placed.png
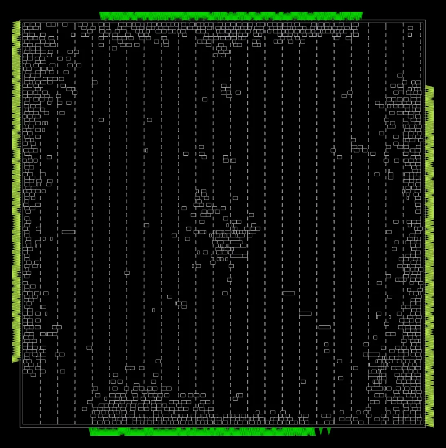
port_trees.png
The bar under the picture is 100 µm long.
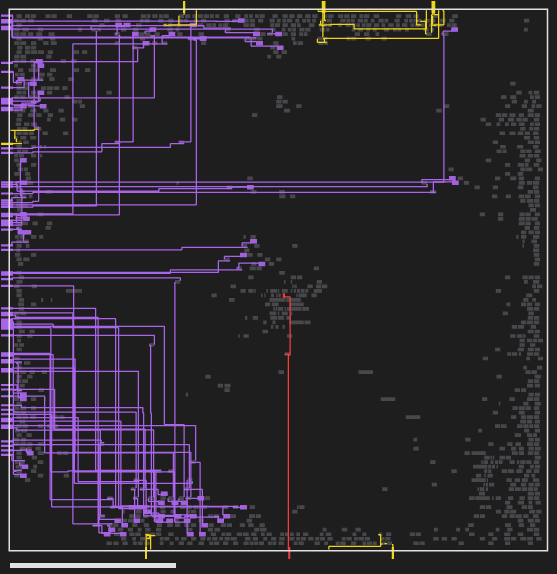
sizing.png
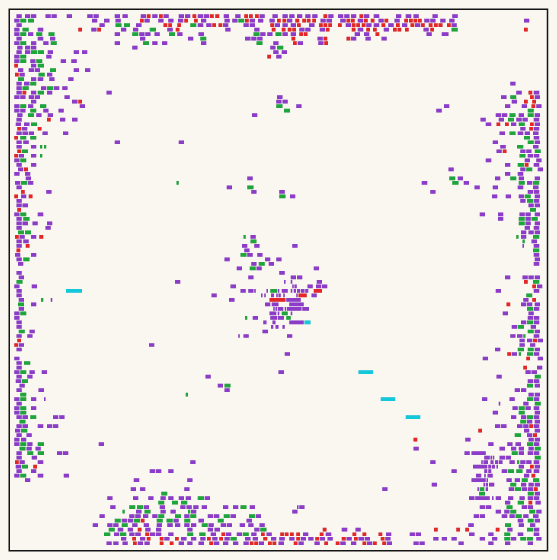
class_map.png
Fill, decap, tap and diode cells in gray.
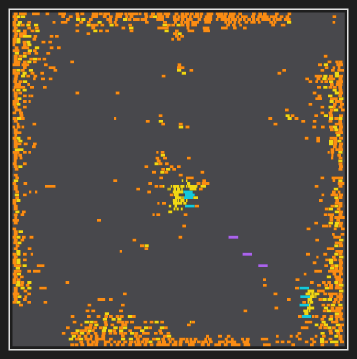
layers.png
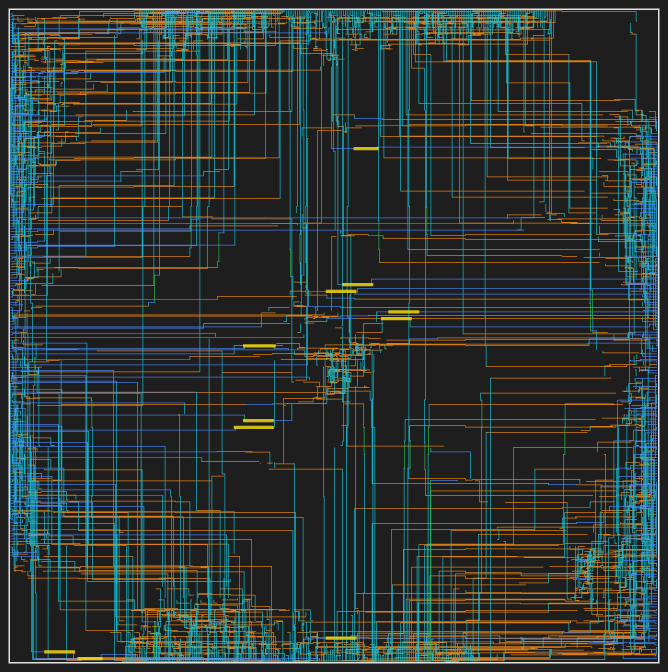
--- config.mk ---
export PLATFORM = sky130hd
export DESIGN_NAME = axi_mem_rr_arbiter
export DESIGN_NICKNAME = d
export VERILOG_FILES = /design/src/rtl/axi_pkg.sv /design/src/rtl/axi_mem_rr_arbiter_rr_arb2.sv /design/src/rtl/axi_mem_rr_arbiter.sv
export SDC_FILE = /design/constraint.sdc
export NUM_CORES = 1
export LEC_CHECK = 0
export CAP_MARGIN = 20
export CORE_AREA = 2 2 322 324
export DETAILED_ROUTE_END_ITERATION = 12
export DIE_AREA = 0 0 324 326
export GPL_TIMING_DRIVEN = 0
export SYNTH_ARGS = -nofsm -noshare
export SYNTH_HDL_FRONTEND = slang
export SYNTH_HIERARCHICAL = 1
export SYNTH_SLANG_ARGS = --single-unit
--- constraint.sdc ---
create_clock -name uncoreclk -period 3.95 [get_ports uncoreclk]
set_input_delay 0.79 -clock uncoreclk [delete_from_list [all_inputs] [get_ports uncoreclk]]
set_output_delay 0.79 -clock uncoreclk [all_outputs]
set_load 0.02 [all_outputs]
--- src/rtl/axi_pkg.sv ---
// Shared AXI encodings and arbiter FSM state types for the uncore memory path.
package axi_pkg;

  localparam logic [1:0] BURST_INCR = 2'b01;
  localparam logic [1:0] RESP_OKAY  = 2'b00;

  typedef enum logic [1:0] {R_IDLE, R_ADDR, R_DATA} rd_state_e;
  typedef enum logic [1:0] {W_IDLE, W_ADDR, W_DATA, W_RESP} wr_state_e;

endpackage

--- src/rtl/axi_mem_rr_arbiter_rr_arb2.sv ---
// Two-way round-robin pick: ptr_i names the master that wins a tie.
module rr_arb2 (
  input  logic req0_i,
  input  logic req1_i,
  input  logic en_i,
  input  logic ptr_i,
  output logic gnt_o
);

  // A sole requester always wins; the pointer only breaks ties.
  assign gnt_o = en_i & ((req0_i & req1_i) ? ptr_i : req1_i);

endmodule

--- src/rtl/axi_mem_rr_arbiter.sv ---
// Two-master to one-slave AXI4 arbiter; reads and writes arbitrated independently,
// one burst per direction, grant held until RLAST handshake / B handshake.
module axi_mem_rr_arbiter
  import axi_pkg::*;
#(
  parameter int ADDR_W = 32,
  parameter int DATA_W = 64,
  parameter int ID_W   = 8
) (
  input  logic                  uncoreclk,
  input  logic                  uncorerst,
  // master 0
  input  logic [ID_W-1:0]       s0_awid,
  input  logic [ADDR_W-1:0]     s0_awaddr,
  input  logic [7:0]            s0_awlen,
  input  logic [2:0]            s0_awsize,
  input  logic [1:0]            s0_awburst,
  input  logic                  s0_awvalid,
  output logic                  s0_awready,
  input  logic [DATA_W-1:0]     s0_wdata,
  input  logic [DATA_W/8-1:0]   s0_wstrb,
  input  logic                  s0_wlast,
  input  logic                  s0_wvalid,
  output logic                  s0_wready,
  output logic [ID_W-1:0]       s0_bid,
  output logic [1:0]            s0_bresp,
  output logic                  s0_bvalid,
  input  logic                  s0_bready,
  input  logic [ID_W-1:0]       s0_arid,
  input  logic [ADDR_W-1:0]     s0_araddr,
  input  logic [7:0]            s0_arlen,
  input  logic [2:0]            s0_arsize,
  input  logic [1:0]            s0_arburst,
  input  logic                  s0_arvalid,
  output logic                  s0_arready,
  output logic [ID_W-1:0]       s0_rid,
  output logic [DATA_W-1:0]     s0_rdata,
  output logic [1:0]            s0_rresp,
  output logic                  s0_rlast,
  output logic                  s0_rvalid,
  input  logic                  s0_rready,
  // master 1
  input  logic [ID_W-1:0]       s1_awid,
  input  logic [ADDR_W-1:0]     s1_awaddr,
  input  logic [7:0]            s1_awlen,
  input  logic [2:0]            s1_awsize,
  input  logic [1:0]            s1_awburst,
  input  logic                  s1_awvalid,
  output logic                  s1_awready,
  input  logic [DATA_W-1:0]     s1_wdata,
  input  logic [DATA_W/8-1:0]   s1_wstrb,
  input  logic                  s1_wlast,
  input  logic                  s1_wvalid,
  output logic                  s1_wready,
  output logic [ID_W-1:0]       s1_bid,
  output logic [1:0]            s1_bresp,
  output logic                  s1_bvalid,
  input  logic                  s1_bready,
  input  logic [ID_W-1:0]       s1_arid,
  input  logic [ADDR_W-1:0]     s1_araddr,
  input  logic [7:0]            s1_arlen,
  input  logic [2:0]            s1_arsize,
  input  logic [1:0]            s1_arburst,
  input  logic                  s1_arvalid,
  output logic                  s1_arready,
  output logic [ID_W-1:0]       s1_rid,
  output logic [DATA_W-1:0]     s1_rdata,
  output logic [1:0]            s1_rresp,
  output logic                  s1_rlast,
  output logic                  s1_rvalid,
  input  logic                  s1_rready,
  // slave port
  output logic [ID_W-1:0]       m_awid,
  output logic [ADDR_W-1:0]     m_awaddr,
  output logic [7:0]            m_awlen,
  output logic [2:0]            m_awsize,
  output logic [1:0]            m_awburst,
  output logic                  m_awvalid,
  input  logic                  m_awready,
  output logic [DATA_W-1:0]     m_wdata,
  output logic [DATA_W/8-1:0]   m_wstrb,
  output logic                  m_wlast,
  output logic                  m_wvalid,
  input  logic                  m_wready,
  input  logic [ID_W-1:0]       m_bid,
  input  logic [1:0]            m_bresp,
  input  logic                  m_bvalid,
  output logic                  m_bready,
  output logic [ID_W-1:0]       m_arid,
  output logic [ADDR_W-1:0]     m_araddr,
  output logic [7:0]            m_arlen,
  output logic [2:0]            m_arsize,
  output logic [1:0]            m_arburst,
  output logic                  m_arvalid,
  input  logic                  m_arready,
  input  logic [ID_W-1:0]       m_rid,
  input  logic [DATA_W-1:0]     m_rdata,
  input  logic [1:0]            m_rresp,
  input  logic                  m_rlast,
  input  logic                  m_rvalid,
  output logic                  m_rready
);

  rd_state_e rState_q, rState_d;
  wr_state_e wState_q, wState_d;
  logic      rGr_q, rGr_d, rPtr_q, rPtr_d;
  logic      wGr_q, wGr_d, wPtr_q, wPtr_d;
  logic      rArbGnt, wArbGnt;

  rr_arb2 uRdArb (
    .req0_i (s0_arvalid),
    .req1_i (s1_arvalid),
    .en_i   (rState_q == R_IDLE),
    .ptr_i  (rPtr_q),
    .gnt_o  (rArbGnt)
  );

  rr_arb2 uWrArb (
    .req0_i (s0_awvalid),
    .req1_i (s1_awvalid),
    .en_i   (wState_q == W_IDLE),
    .ptr_i  (wPtr_q),
    .gnt_o  (wArbGnt)
  );

  always_ff @(posedge uncoreclk or posedge uncorerst) begin
    if (uncorerst) begin
      rState_q <= R_IDLE;
      rGr_q    <= 1'b0;
      rPtr_q   <= 1'b0;
      wState_q <= W_IDLE;
      wGr_q    <= 1'b0;
      wPtr_q   <= 1'b0;
    end else begin
      rState_q <= rState_d;
      rGr_q    <= rGr_d;
      rPtr_q   <= rPtr_d;
      wState_q <= wState_d;
      wGr_q    <= wGr_d;
      wPtr_q   <= wPtr_d;
    end
  end

  // On burst completion the pointer moves to the master that was not just served.
  always_comb begin
    rState_d = rState_q;
    rGr_d    = rGr_q;
    rPtr_d   = rPtr_q;
    case (rState_q)
      R_IDLE: if (s0_arvalid || s1_arvalid) begin
        rGr_d    = rArbGnt;
        rState_d = R_ADDR;
      end
      R_ADDR: if (m_arvalid && m_arready) rState_d = R_DATA;
      R_DATA: if (m_rvalid && m_rready && m_rlast) begin
        rPtr_d   = ~rGr_q;
        rState_d = R_IDLE;
      end
      default: rState_d = R_IDLE;
    endcase
  end

  always_comb begin
    wState_d = wState_q;
    wGr_d    = wGr_q;
    wPtr_d   = wPtr_q;
    case (wState_q)
      W_IDLE: if (s0_awvalid || s1_awvalid) begin
        wGr_d    = wArbGnt;
        wState_d = W_ADDR;
      end
      W_ADDR: if (m_awvalid && m_awready) wState_d = W_DATA;
      W_DATA: if (m_wvalid && m_wready && m_wlast) wState_d = W_RESP;
      W_RESP: if (m_bvalid && m_bready) begin
        wPtr_d   = ~wGr_q;
        wState_d = W_IDLE;
      end
      default: wState_d = W_IDLE;
    endcase
  end

  // Payloads follow the grant; only the valid/ready strobes are gated by state.
  assign m_arid    = rGr_q ? s1_arid    : s0_arid;
  assign m_araddr  = rGr_q ? s1_araddr  : s0_araddr;
  assign m_arlen   = rGr_q ? s1_arlen   : s0_arlen;
  assign m_arsize  = rGr_q ? s1_arsize  : s0_arsize;
  assign m_arburst = rGr_q ? s1_arburst : s0_arburst;
  assign m_arvalid = (rState_q == R_ADDR) && (rGr_q ? s1_arvalid : s0_arvalid);
  assign s0_arready = (rState_q == R_ADDR) && !rGr_q && m_arready;
  assign s1_arready = (rState_q == R_ADDR) &&  rGr_q && m_arready;

  assign m_rready  = (rState_q == R_DATA) && (rGr_q ? s1_rready : s0_rready);
  assign s0_rvalid = (rState_q == R_DATA) && !rGr_q && m_rvalid;
  assign s1_rvalid = (rState_q == R_DATA) &&  rGr_q && m_rvalid;
  assign s0_rid    = m_rid;
  assign s1_rid    = m_rid;
  assign s0_rdata  = m_rdata;
  assign s1_rdata  = m_rdata;
  assign s0_rresp  = m_rresp;
  assign s1_rresp  = m_rresp;
  assign s0_rlast  = m_rlast;
  assign s1_rlast  = m_rlast;

  assign m_awid    = wGr_q ? s1_awid    : s0_awid;
  assign m_awaddr  = wGr_q ? s1_awaddr  : s0_awaddr;
  assign m_awlen   = wGr_q ? s1_awlen   : s0_awlen;
  assign m_awsize  = wGr_q ? s1_awsize  : s0_awsize;
  assign m_awburst = wGr_q ? s1_awburst : s0_awburst;
  assign m_awvalid = (wState_q == W_ADDR) && (wGr_q ? s1_awvalid : s0_awvalid);
  assign s0_awready = (wState_q == W_ADDR) && !wGr_q && m_awready;
  assign s1_awready = (wState_q == W_ADDR) &&  wGr_q && m_awready;

  assign m_wdata   = wGr_q ? s1_wdata : s0_wdata;
  assign m_wstrb   = wGr_q ? s1_wstrb : s0_wstrb;
  assign m_wlast   = wGr_q ? s1_wlast : s0_wlast;
  assign m_wvalid  = (wState_q == W_DATA) && (wGr_q ? s1_wvalid : s0_wvalid);
  assign s0_wready = (wState_q == W_DATA) && !wGr_q && m_wready;
  assign s1_wready = (wState_q == W_DATA) &&  wGr_q && m_wready;

  assign m_bready  = (wState_q == W_RESP) && (wGr_q ? s1_bready : s0_bready);
  assign s0_bvalid = (wState_q == W_RESP) && !wGr_q && m_bvalid;
  assign s1_bvalid = (wState_q == W_RESP) &&  wGr_q && m_bvalid;
  assign s0_bid    = m_bid;
  assign s1_bid    = m_bid;
  assign s0_bresp  = m_bresp;
  assign s1_bresp  = m_bresp;

endmodule
==> impl_metrics.ini <==
; yosys + openroad results
[timing]
tns_ns = 0
worst_hold_slack_ns = 0.5297
finalSetupViolCount = 0
finalWorstSetupSlack_ns = 0.2693
finalCritPeriodShare = 0.9318
max_freq_mhz = 271.7
drv_slew = 0
min_period_ns = 3.681
rsz0062_at_grt = false

[critical_path]
critPathRequiredTime_ns = 3.16
slowest_delay_ns = 0.73
endpoint_kind = primary output
worstRegToRegCells = 5
crit_type = reg2out
slowest_stage = clkdlybuf4s50_1
crit_arrival_ns = 2.89
worst_setup_path_start_kind = flop
r2r-start = wGr_q
path_cells = buf_6 -> clkbuf_1 -> buf_16 -> buf_2 -> mux2_2 -> clkdlybuf4s50_1
worstReg2RegEnd = wState_q[1]
critPathMaxFanout = 10
critPathCapture = m_wdata[46]
startpoint = wGr_q
ff2ff_setup_slack_ns = 2.22

[status]
run_status = finished clean

[yosys]
yosys_area_mm2 = 0.004064
edf_count = 0
synth_top_cell_by_count = mux2_2
synth_cells = 446
ys_async_sr_fraction = 1.000
ys_warn_count = 6
flop_cell = dfrtp_1
syn_area_mm2 = 0.004064
synth_flops = 8
ys_top_cells_by_count = mux2_2, buf_4, buf_2
ys_seq_frac = 0.04926
synth_cell_types = 31
yosys-stat-cells = 446
netlist.area_leader.share = 0.4988
yosys.area.top_type = mux2_2

[cells_and_area]
sh_comb_area = 0.1837
fin_cells = 2575
num-nonclk-buffers = 932
diodes = 6
clk_share = 0.005641
drive_above_1_share = 0.3162
final_cell_mix = clkdlybuf4s50_1, mux2_2, buf_4, buf_2, nor2_1
buffer_area_frac = 0.6622
seq_cells = 8
final_design_area_no_fill_mm2 = 0.01331
layout.nets = 1655
num-multi-input-gates = 237
biggestRegsByFlops = rState_q: 2 flops, wState_q: 2 flops
sh_seq_area = 0.01504

[worst_hold_path]
whs_path_depth = 1
holdCritStartpoint = rState_q[1]
min_to = rState_q[0]
hold_path_class = reg2reg

[clocking]
cts_max_level = 1
cts_tree = built
cts_setup_buffers = 0
ctsRootBufferMaster = clkbuf_16
cts_buffers = 3
cts_resized = 0
clk_latency_ns = 0.23
numClockSinks = 8

[placement]
place_area_mm2 = 0.01322
place_hpwl_um = 62480
dp_slack_ns = 0.2772

[power_and_ir_drop]
power_leader = combinational cells
p_leak_nw = 4.813
pg_comb_mw = 3.35
power_mw = 3.680
switchingPower_mw = 1.688
p_int_mw = 1.992
p_seq_uw = 154
power_frac_seq = 0.042
combPwrFrac = 0.910
power_density_mw_per_mm2 = 276.5

[floorplanning]
fp_util = 0.03960
die_w_um = 324
pin_count = 824
die_h_um = 326
taps = 1380
placementRows = 118

[global_routing]
antenna_found_initial = 57
grtUsageTotal = 0.1177
grt_pass1_wl_um = 77310
grt_max_degree = 11

[flow_run]
maxCapViolCount = 0
warning_count = 29

[routing]
firstDrtPassIters = 4
post-route-drc-count = 0
drt_iter0_markers = 132
routed_wl_um = 65780
via_count = 6389
About placed.png:
Fillers: 11760
Core Region: 0.1026 mm²
Core Util, Final: 0.1297

About port_trees.png:
s1_wready: drawn in red, bits 1, direction output, edge bottom, end cells 1, buffers 1, wire 161 µm. s0_rid: drawn in yellow, bits 8, direction output, edge 5 top, 2 bottom, 1 left, end cells 0, buffers 16, wire 474 µm. m_wdata: drawn in purple, bits 64, direction output, edge left, end cells 64, buffers 64, wire 9100 µm.

About sizing.png:
x6 and larger: drawn in cyan, cells 5, most used clkbuf_16. x1 and smaller: drawn in purple, cells 813, most used clkdlybuf4s50_1. x3 and x4: drawn in red, cells 173, most used buf_4. x2: drawn in green, cells 198, most used mux2_2.

About class_map.png:
remaining logic cells: drawn in yellow, cells 246. remaining buffers and delay cells: drawn in orange, cells 932. sequential cells: drawn in cyan, cells 8. clock-net drivers: drawn in purple, cells 3.

About layers.png:
M3: drawn in blue, wire length 8790 µm. M4: drawn in green, wire length 475 µm. M1: drawn in orange, wire length 26.9 mm. M2: drawn in cyan, wire length 29.4 mm. M5: drawn in yellow, wire length 152 µm.

## cells by family after synthesis
kind of cell,count (synthesis),share of synthesized area
buffers and inverters,201,0.3491
multiplexers,189,0.5240
AND/OR/NAND/NOR,31,0.03787
AND-OR/OR-AND,13,0.02740
flip-flops,8,0.04926
adder cells (fa/ha/maj),4,0.01232
## critical path: cells and delay by family, from the launching register on
| kind | cells | cell delay, ns |
|---|---|---|
| buffers and inverters | 5 | 1.89 |
| muxes | 1 | 0.39 |
| DFF | 1 | 0.33 |
## routing by layer
metal | track usage | routed length [µm] | up-vias
met1 | 0.1407 | 26940 | 2913
met2 | 0.1921 | 29420 | 520
met3 | 0.06546 | 8789 | 76
met5 | 0 | 151 | -
met4 | 0.005334 | 474 | 22
li1 | - | - | 2858
